==> src/rtl/plcp_rx_pkg.sv <==
// Shared definitions for the 802.11a PLCP receive path.
package plcp_rx_pkg;

    typedef enum logic [2:0] {IDLE, SEED, SERVICE, DATA, TAIL, PAD} rx_state_t;

    localparam int unsigned SERVICE_BITS = 16;
    localparam int unsigned SEED_BITS    = 7;
    localparam int unsigned TAIL_BITS    = 6;

    localparam logic [7:0] NDBPS_LEGAL [8] = '{8'd24, 8'd36, 8'd48, 8'd72,
                                               8'd96, 8'd144, 8'd192, 8'd216};

    // True when n is one of the data-bits-per-symbol values of the OFDM rates.
    function automatic logic ndbps_legal(input logic [7:0] n);
        logic ok;
        ok = 1'b0;
        for (int i = 0; i < 8; i++) begin
            ok = ok | (n == NDBPS_LEGAL[i]);
        end
        return ok;
    endfunction

endpackage

==> src/rtl/descrambler_lfsr.sv <==
// 7-bit descrambler LFSR, S(x) = x^7 + x^4 + 1. State bit [6] holds lfsr[7].
module descrambler_lfsr (
    input  logic       Clock,
    input  logic       Reset_n,
    input  logic       Load,
    input  logic [6:0] Load_Value,
    input  logic       Step,
    output logic       Fb
);

    logic [6:0] lfsr_q;

    assign Fb = lfsr_q[6] ^ lfsr_q[3];

    // Load takes priority over stepping.
    always_ff @(posedge Clock or negedge Reset_n) begin
        if (!Reset_n) begin
            lfsr_q <= 7'h7F;
        end else if (Load) begin
            lfsr_q <= Load_Value;
        end else if (Step) begin
            lfsr_q <= {lfsr_q[5:0], Fb};
        end
    end

endmodule

==> src/rtl/descrambler_ctrl.sv <==
// Receive-side PLCP DATA sequencer: seed recovery, descrambling and PSDU framing.
module descrambler_ctrl
    import plcp_rx_pkg::*;
#(
    parameter int unsigned MAX_LEN = 4095
) (
    input  logic        Clock,
    input  logic        Reset_n,
    input  logic        Start,
    input  logic [11:0] Length,
    input  logic [7:0]  Ndbps,
    input  logic        In_Valid,
    input  logic        In_Bit,
    output logic        Out_Valid,
    output logic        Out_Bit,
    output logic        Out_Last,
    output logic        Done,
    output logic        Busy,
    output logic [6:0]  Seed,
    output logic        Err,
    output logic        Service_Err
);

    rx_state_t   state_q, state_d;
    logic [11:0] len_q, len_d;
    logic [7:0]  ndbps_q, ndbps_d;
    logic [15:0] bit_cnt_q, bit_cnt_d;
    logic [7:0]  sym_cnt_q, sym_cnt_d;
    logic [6:0]  seed_q, seed_d;
    logic        out_valid_q, out_valid_d;
    logic        out_bit_q, out_bit_d;
    logic        out_last_q, out_last_d;
    logic        done_q, done_d;
    logic        busy_q, busy_d;
    logic        err_q, err_d;
    logic        svc_err_q, svc_err_d;

    logic        lfsr_load, lfsr_step, lfsr_fb;
    logic        desc_bit, sym_last, start_legal;
    logic [15:0] data_last, tail_last;

    descrambler_lfsr u_lfsr (
        .Clock      (Clock),
        .Reset_n    (Reset_n),
        .Load       (lfsr_load),
        .Load_Value (seed_d),
        .Step       (lfsr_step),
        .Fb         (lfsr_fb)
    );

    assign desc_bit    = In_Bit ^ lfsr_fb;
    assign sym_last    = (sym_cnt_q == ndbps_q - 8'd1);
    assign data_last   = {1'b0, len_q, 3'b000} + 16'(SERVICE_BITS - 1);
    assign tail_last   = data_last + 16'(TAIL_BITS);
    assign start_legal = (Length != 12'd0) && (32'(Length) <= MAX_LEN) && ndbps_legal(Ndbps);

    // Next-state, counters and registered strobes; strobes default low every cycle.
    always_comb begin
        state_d     = state_q;
        len_d       = len_q;
        ndbps_d     = ndbps_q;
        bit_cnt_d   = bit_cnt_q;
        sym_cnt_d   = sym_cnt_q;
        seed_d      = seed_q;
        busy_d      = busy_q;
        svc_err_d   = svc_err_q;
        out_valid_d = 1'b0;
        out_bit_d   = 1'b0;
        out_last_d  = 1'b0;
        done_d      = 1'b0;
        err_d       = 1'b0;
        lfsr_load   = 1'b0;
        lfsr_step   = 1'b0;

        if (state_q == IDLE) begin
            if (Start) begin
                svc_err_d = 1'b0;
                if (start_legal) begin
                    len_d     = Length;
                    ndbps_d   = Ndbps;
                    bit_cnt_d = '0;
                    sym_cnt_d = '0;
                    busy_d    = 1'b1;
                    state_d   = SEED;
                end else begin
                    err_d = 1'b1;
                end
            end
        end else if (In_Valid) begin
            bit_cnt_d = bit_cnt_q + 16'd1;
            sym_cnt_d = sym_last ? 8'd0 : sym_cnt_q + 8'd1;
            unique case (state_q)
                SEED: begin
                    seed_d = {seed_q[5:0], In_Bit};
                    if (bit_cnt_q == 16'(SEED_BITS - 1)) begin
                        lfsr_load = 1'b1;
                        if (seed_d == 7'd0) begin
                            err_d   = 1'b1;
                            busy_d  = 1'b0;
                            state_d = IDLE;
                        end else begin
                            state_d = SERVICE;
                        end
                    end
                end
                SERVICE: begin
                    lfsr_step = 1'b1;
                    if (desc_bit) svc_err_d = 1'b1;
                    if (bit_cnt_q == 16'(SERVICE_BITS - 1)) state_d = DATA;
                end
                DATA: begin
                    lfsr_step   = 1'b1;
                    out_valid_d = 1'b1;
                    out_bit_d   = desc_bit;
                    if (bit_cnt_q == data_last) begin
                        out_last_d = 1'b1;
                        state_d    = TAIL;
                    end
                end
                TAIL: begin
                    lfsr_step = 1'b1;
                    if (bit_cnt_q == tail_last) begin
                        if (sym_last) begin
                            done_d  = 1'b1;
                            busy_d  = 1'b0;
                            state_d = IDLE;
                        end else begin
                            state_d = PAD;
                        end
                    end
                end
                PAD: begin
                    lfsr_step = 1'b1;
                    if (sym_last) begin
                        done_d  = 1'b1;
                        busy_d  = 1'b0;
                        state_d = IDLE;
                    end
                end
                default: ;
            endcase
        end
    end

    // State and output registers.
    always_ff @(posedge Clock or negedge Reset_n) begin
        if (!Reset_n) begin
            state_q     <= IDLE;
            len_q       <= '0;
            ndbps_q     <= '0;
            bit_cnt_q   <= '0;
            sym_cnt_q   <= '0;
            seed_q      <= 7'h7F;
            out_valid_q <= 1'b0;
            out_bit_q   <= 1'b0;
            out_last_q  <= 1'b0;
            done_q      <= 1'b0;
            busy_q      <= 1'b0;
            err_q       <= 1'b0;
            svc_err_q   <= 1'b0;
        end else begin
            state_q     <= state_d;
            len_q       <= len_d;
            ndbps_q     <= ndbps_d;
            bit_cnt_q   <= bit_cnt_d;
            sym_cnt_q   <= sym_cnt_d;
            seed_q      <= seed_d;
            out_valid_q <= out_valid_d;
            out_bit_q   <= out_bit_d;
            out_last_q  <= out_last_d;
            done_q      <= done_d;
            busy_q      <= busy_d;
            err_q       <= err_d;
            svc_err_q   <= svc_err_d;
        end
    end

    assign Out_Valid   = out_valid_q;
    assign Out_Bit     = out_bit_q;
    assign Out_Last    = out_last_q;
    assign Done        = done_q;
    assign Busy        = busy_q;
    assign Seed        = seed_q;
    assign Err         = err_q;
    assign Service_Err = svc_err_q;

endmodule

==> config.mk <==
export PLATFORM = sky130hd
export DESIGN_NAME = descrambler_ctrl
export DESIGN_NICKNAME = d
export VERILOG_FILES = /design/src/rtl/plcp_rx_pkg.sv /design/src/rtl/descrambler_lfsr.sv /design/src/rtl/descrambler_ctrl.sv
export SDC_FILE = /design/constraint.sdc
export NUM_CORES = 1
export LEC_CHECK = 0
export CAP_MARGIN = 30
export CORE_MARGIN = 2
export CORE_UTILIZATION = 55
export CTS_CLUSTER_DIAMETER = 150
export CTS_CLUSTER_SIZE = 25
export DETAILED_ROUTE_END_ITERATION = 6
export PLACE_DENSITY_LB_ADDON = 0.12
export SETUP_SLACK_MARGIN = 0.15
export SLEW_MARGIN = 20
export SYNTH_ARGS = -nofsm -noshare
export SYNTH_HDL_FRONTEND = slang
export SYNTH_SLANG_ARGS = --single-unit
==> constraint.sdc <==
create_clock -name Clock -period 3.28 [get_ports Clock]
set_clock_uncertainty 0.15 [all_clocks]
set_input_delay 0.984 -clock Clock [delete_from_list [all_inputs] [get_ports Clock]]
set_output_delay 0.984 -clock Clock [all_outputs]
set_load 0.01 [all_outputs]
Run 1, sequential cells grouped by signal name:
(3 px per um) Other sequential cells in the stronger gray, the rest of the logic in the fainter gray.
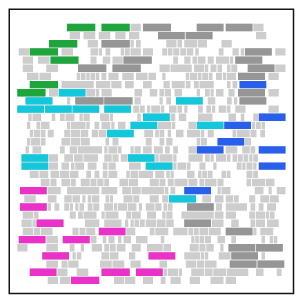
[`Seed`] green | placed flops: 7 | where: top left
[`len_q`] magenta | placed flops: 12 | where: bottom left
[`bit_cnt_q`] cyan | placed flops: 16
[`sym_cnt_q`] blue | placed flops: 8 | where: right middle
not colored: 25
Finished Core Util: 68.5%
register area: 1720 um2
flop share of the area: 32.2%
P_seq: 0.00159 W

Run 1, clock distribution:
(3 px per um)
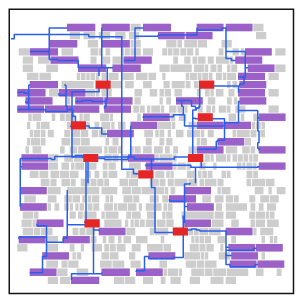
[flip-flops] purple | count: 68
[clock drivers] red | count: 9
[clock wires] blue | length: 941 um
flops lie: spread over the die
Clk power: 0.000840 W
clock latency on the worst-skew pair: 340 ps

Run 1, nets reached from selected ports:
(4 px per um)
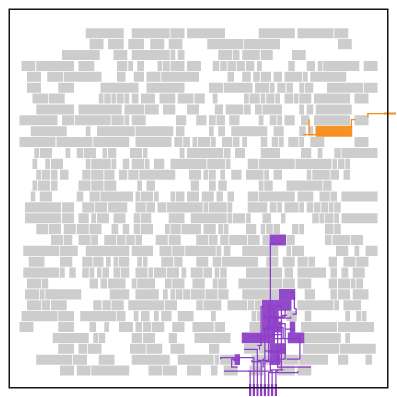
[`Ndbps`] purple | bits: 8 | direction: input | end cells: 16 | buffers: 10 | wire: 287 um
[`Service_Err`] orange | bits: 1 | direction: output | end cells: 1 | buffers: 1 | wire: 23.9 um
top-level port count: 39
I/O Buffers: 38

run 1: worst max path at each step:
stage	start	endpoint	slack, ps	cells after the start
2_1_floorplan	len_q[1]$_DFFE_PN0P_	state_q[2]$_DFFE_PN0P_	370	9
3_3_place_gp	Ndbps[4]	state_q[0]$_DFFE_PN0P_	-110	10
3_5_place_dp	Ndbps[4]	state_q[0]$_DFFE_PN0P_	-150	10
4_1_cts	len_q[0]$_DFFE_PN0P_	state_q[2]$_DFFE_PN0P_	200	8
5_1_grt	len_q[0]$_DFFE_PN0P_	state_q[2]$_DFFE_PN0P_	80	10
6_report	ndbps_q[2]$_DFFE_PN0P_	state_q[0]$_DFFE_PN0P_	270	8
run 1: layout by cell type, fill, tap and decap left out, types with 18 or more instances in the layout:
cell type | synthesis | final
clkdlybuf4s50_1 | 0 | 34
buf_4 | 2 | 20
xor2_1 | 21 | 21
nand3_1 | 25 | 25
xnor2_1 | 34 | 34
mux2_2 | 23 | 23
dfrtp_1 | 54 | 52
a21oi_1 | 18 | 18
nand2_1 | 42 | 42
nor2_1 | 47 | 45
run 1: registers in the layout, indices dropped and copies added (netlist names):
name,count
Busy,1
Out_Valid,1
sym_cnt_q,8
Done,1
bit_cnt_q,16
u_lfsr.lfsr_q,7
Out_Bit,1
Out_Last,1
len_q,12
Service_Err,1
Err,1
Seed,7
state_q,3
ndbps_q,8
run 1: worst max-delay path, delay by kind of cell, from the launching register on:
| kind | cells | cell delay, ps |
|---|---|---|
| AOI/OAI and AO/OA | 4 | 910 |
| DFF | 1 | 450 |
| muxes | 1 | 200 |
| and+or+nand+nor | 3 | 1180 |
run 1: Yosys cell counts, types with 12 or more instances:
library cell | instances | share of area (%)
mux2_2 | 23 | 5.8
nand2_1 | 42 | 3.5
inv_1 | 17 | 1.4
dfstp_2 | 14 | 8.2
nor3_1 | 12 | 1.3
xnor2_1 | 34 | 6.7
nor2_1 | 47 | 3.9
dfrtp_1 | 54 | 30
o21ai_0 | 14 | 1.6
nor4_1 | 13 | 1.8
nand3_1 | 25 | 2.8
a21oi_1 | 18 | 2.0
xor2_1 | 21 | 4.1
run 1: metrics by stage:
step / instance area, um2 / total power, W / utilization [%]
2_1_floorplan: 4480 / 0.00279 / -
3_3_place_gp: 5050 / 0.00323 / 64.7
3_5_place_dp: 5050 / 0.00329 / 64.7
4_1_cts: 5290 / 0.00415 / 67.8
5_1_grt: 5350 / 0.00448 / 68.5
6_report: 5350 / 0.00417 / 68.5
run 1: area by class of cell:
type / count / area (um2) / share of cell area (%)
clock buffer: 10 / 128 / 2.39
tap: 102 / 128 / 2.39
multi-input combinational: 381 / 2640 / 49.3
sequential: 68 / 1720 / 32.2
inverter: 18 / 67.6 / 1.26
clock inverter: 6 / 113 / 2.11
timing repair buffer: 59 / 553 / 10.3
run 1: power by group through the flow:
stage / registers [W] / clock network, W / logic [W]
2_1_floorplan: 0.00144 / 0 / 0.00135
3_3_place_gp: 0.00158 / 0 / 0.00165
3_5_place_dp: 0.00160 / 0 / 0.00169
4_1_cts: 0.00159 / 0.000857 / 0.00171
5_1_grt: 0.00165 / 0.000898 / 0.00193
6_report: 0.00159 / 0.000840 / 0.00174
==> metrics.csv, run 1 <==
metric;value;unit
synthesized area;4480;um2
PwrDens;780;nW/um2
number of global-route vias before repair;3613;
layout cells sized above 1;18.8;%
Vias;3729;
met3 routed WL;293;um
Warnings, synthesis;0;
fmax;332;MHz
Worst-Margin Slew;587;ps
final std cells w/o fill;644;
Worst Setup Slack, final;268;ps
Synth Flop Type;dfrtp_1;
Period minus WS final;3010;ps
mean area per synthesized cell;9.17;um2
Pre-Place Util;57.3;%
switching part of the total;39.2;%
Met1 Routed Length;4.64;mm
Flops after synth;68;
synthesis area per yosys;4480;um2
TNS Setup;0;ps
Worst Hold End;u_lfsr.lfsr_q[1]$_DFFE_PN1P_;
syn nets;522;
cts bufs inserted;9;
initial antenna violation count;0;
DRT iter0 DRCs;145;
GRT Util Overall;24.1;%
WL final;9.87;mm
setup violators final;0;
placed insts;627;
Hold Crit Class;flip-flop to flip-flop;
pre-CTS setup slack;-152;ps
R2R Setup Slk;270;ps
Top cell by count, worst path;a211oi_4;
mux share;7.80;%
largest net degree at the start of global routing;44;
drt pass-1 iters;5;
Clock Sinks;68;
antenna viol nets, final;0;
Die Area;8880;um2
CP required;3360;ps
yosys simple share;23.7;%
Fin Hold WS;374;ps
Net Sw Power;0.00164;W
Max Slew Vio Count;0;
crit-path max cell delay;560;ps
CTS tree;built;
crit share post-route;91.8;%
PostCTS Resize Cnt;0;
chip width;94.2;um
CP Cell Sequence;or4_4, or4b_1, a21o_1, a211oi_4, nor2_2, a211oi_4, mux2i_1, o21ai_1;
WL per Instance;15.3;um
gr busiest metal;met2;
Top Metal Used;met4;
HP Start;Seed[0]$_DFF_PN1_;
row count;32;
synthesis-to-finish area growth;19.4;%
buffer count from post-CTS setup fixing;0;
met2 Track Usage GR;39.2;%
met3 global-route usage;4.01;%
H-Tree Depth;3;
Synth Seq Share;38.4;%
CTS root buffer;clkbuf_8;
Nets;571;
via/cell ratio;5.79;
run status;complete, no violations;
tool warnings;31;
Worst path slowest cell;or4_4;
diodes inserted;0;
cells in synth_stat.txt;488;
FILL cells;645;
first-pass GRT wire length;17.0;mm
Residual DRC;0;
Die H;94.2;um
crit path DAT;3100;ps
Logic pwr share;41.7;%
internal power;0.00254;W
Reg power frac;38.2;%
fraction of registers with async set/reset;100;%
Run 1, placement by cell class:
(3 px per um)
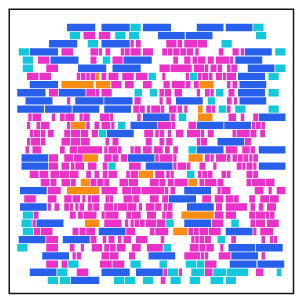

--- run 2 (diff from run 1) ---
--- a/config.mk
+++ b/config.mk
@@ -7,10 +7,11 @@
 export LEC_CHECK = 0
 export CAP_MARGIN = 30
 export CORE_MARGIN = 2
-export CORE_UTILIZATION = 55
+export CORE_UTILIZATION = 53
 export CTS_CLUSTER_DIAMETER = 150
 export CTS_CLUSTER_SIZE = 25
 export DETAILED_ROUTE_END_ITERATION = 6
+export GPL_TIMING_DRIVEN = 0
 export PLACE_DENSITY_LB_ADDON = 0.12
 export SETUP_SLACK_MARGIN = 0.15
 export SLEW_MARGIN = 20
==> constraint.sdc (replaced) <==
create_clock -name Clock -period 2.5 [get_ports Clock]
set_clock_uncertainty 0.15 [all_clocks]
set_input_delay 0.75 -clock Clock [delete_from_list [all_inputs] [get_ports Clock]]
set_output_delay 0.75 -clock Clock [all_outputs]
set_load 0.01 [all_outputs]
Run 2, placement by cell class:
(3 px per um)
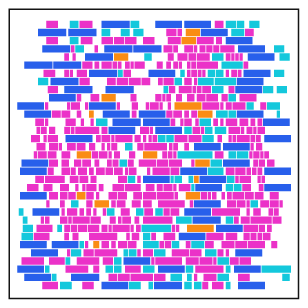
[sequential cells] blue | cells: 68
[clock drivers and dummy loads] orange | cells: 16
[combinational and other logic] magenta | cells: 399
[remaining buffers and delay cells] cyan | cells: 102
flop share of the area: 27.9%
Final Cell Area: 6160 um2
row count: 33
Finished Core Util: 75.0%
core area: 8220 um2

Run 2, sequential cells grouped by signal name:
(3 px per um) Other sequential cells in the stronger gray, the rest of the logic in the fainter gray.
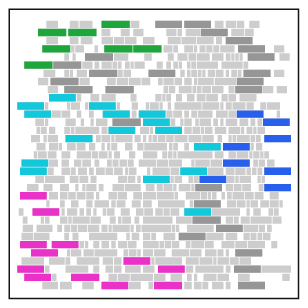
[`Seed`] green | placed flops: 7 | where: top left
[`bit_cnt_q`] cyan | placed flops: 16
[`len_q`] magenta | placed flops: 12
[`sym_cnt_q`] blue | placed flops: 8 | where: right middle
not colored: 25
register area: 1720 um2
P_seq: 0.00196 W

Run 2, placement view:
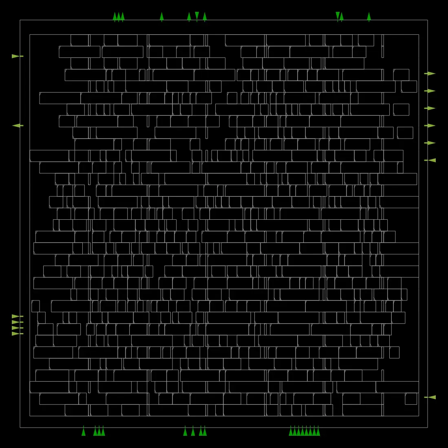
tap cell count: 105
FILL cells: 567
final std cells w/o fill: 690

==> run 2 against run 1 <==
The flow now finishes with violations (negative setup slack). Combinational power grew about 80%. Die size grew 3.6%. Fmax grew 0.33%. Total power grew 45%. Register-to-register slack lost 770 ps. Sequential cell count is the same. Non-clock buffer count grew 43. Critical endpoint is now state_q[2]$_DFFE_PN0P_. Sequential share of layout area shrank 4.3 points.
==> metrics.csv, run 2 <==
metric;value;unit;change
run status;finished with violations;;
failing checks;negative setup slack;;
Synth Flop Type;dfrtp_1;;
top-level port count;39;;unchanged
WL per Instance;18.4;um;+20%
largest area contributor in the netlist;dfrtp_1;;
H-Tree Depth;3;;unchanged
tool warnings;33;;+6.5%
Die Area;9200;um2;+3.6%
fmax;333;MHz;+0.33%
Nets;614;;+7.5%
synthesized area;4480;um2;unchanged
Pre-Place Util;54.5;%;-2.9 points
Largest register FFs;16;;unchanged
first-pass GRT wire length;19.2;mm;+13%
WL final;12.7;mm;+29%
crit path DAT;3090;ps;about the same
CP required;2590;ps;-770 ps
Largest regs;bit_cnt_q (16), len_q (12);;
Period minus WS final;3000;ps;-9.88 ps
most flop-heavy register;bit_cnt_q;;
CP Cell Sequence;buf_4, and4_1, nand4_1, a32oi_2, nand3_1, xor2_1, o21ai_0, or4_4, a211o_1;;
Fin Hold WS;130;ps;-243 ps
largest net degree at the start of global routing;48;;+9.1%
CTS tree;built;;
area of the multi-input gates;3080;um2;+17%
antenna viol nets, final;0;;unchanged
diodes inserted;0;;unchanged
crit-path max cell delay;610;ps;+50 ps
Clock Sinks;68;;unchanged
synthesis-to-finish area growth;37.7;%;
layout cells sized above 1;36.6;%;+18 points
Synth Seq Share;38.4;%;unchanged
chip width;95.9;um;+1.8%
mean area per synthesized cell;9.17;um2;unchanged
setup violators final;12;;+12
placed insts;632;;+0.80%
Area leader share;30.2;%;unchanged
top-count cell post-synth;dfrtp_1;;
fraction of registers with async set/reset;100;%;unchanged
via/cell ratio;5.98;;+3.3%
syn nets;522;;unchanged
PwrDens;983;nW/um2;+26%
Top cells excl fill/tap;51 x dfrtp_1, 39 x nand2_1, 37 x nor2_1;;
R2R Setup Slk;-500;ps;-770 ps
Hold Crit Class;input port to asynchronous set/reset pin;;
Flops after synth;68;;unchanged
Worst Setup Slack, final;-502;ps;-770 ps
DRT iter0 DRCs;177;;+22%
Vias;4127;;+11%
synthesis area per yosys;4480;um2;unchanged
==> run 2: cell counts after synthesis <==
No cell type changed its count.
==> run 2: layout make-up <==
cell class	instances	share of cell area (%)
Timing Repair Buffer	81	12.8
Tap cell	105	2.13
Buffer	21	2.60
Sequential cell	68	27.9
Clock inverter	4	0.406
Inverter	18	1.14
Clock buffer	12	3.04
Multi-Input combinational cell	381	49.9
==> run 2: repair_timing <==
action                                  CTS  global route
gates resized                           145            79
buffers inserted                         32             8
cloned                                    2             0
endpoints found under the setup margin   64            55
pin swaps                                32            27
==> run 2: worst max path at each step <==
stage,end,slack [ps],cells past startpoint
global route,state_q[2]$_DFFE_PN0P_,-640,11
finish,state_q[2]$_DFFE_PN0P_,-500,9
detailed placement,bit_cnt_q[3]$_DFFE_PN0P_,-1050,9
CTS,state_q[2]$_DFFE_PN0P_,-410,10
floorplan,state_q[2]$_DFFE_PN0P_,-280,9
global placement,len_q[1]$_DFFE_PN0P_,-2040,1
==> run 2: power breakdown <==
group	internal [W]	switching, W
registers	0.00153	0.000426
clock network	0.000509	0.000460
logic	0.00148	0.00165
total	0.00353	0.00253
==> run 2: critical path: cells and delay by family, from the launching register on <==
family / cells / cell delay, ps
compound gates: 3 / 820
xor+xnor: 1 / 150
buf+inv: 1 / 180
flops: 1 / 410
simple gates: 4 / 1190
==> run 2: cell families (layout without fill, tap and decap cells) <==
group           count (synthesis)  count (layout)  share of synthesized area [%]
compound gates                 83              83                           12.7
xor+xnor                       56              56                           11.3
fa+ha+maj                       9               9                           2.52
buf+inv                        39             136                           3.61
flops                          68              68                           38.4
mux                            32              32                           7.80
simple gates                  201             201                           23.7
==> run 2: metrics by stage <==
step / power [W] / setup TNS (ps) / cell area [um2]
4_1_cts: 0.00572 / -3380 / 5900
2_1_floorplan: 0.00373 / -1650 / 4540
3_5_place_dp: 0.00439 / -42510 / 5070
5_1_grt: 0.00643 / -5140 / 6160
3_3_place_gp: 0.00430 / -150150 / 5050
6_report: 0.00606 / -3760 / 6160
==> run 2: layer usage <==
layer  vias to the layer above  wire length (um)  global-route usage [%]
met5                         -                 0                       0
met4                         0               462                    10.2
met3                        37               528                    3.99
met2                       124              6420                    46.0
met1                      2033              5300                    35.2
li1                       1933                 -                       -
Power figures rest on the tool's default switching activity, not on a simulated workload.
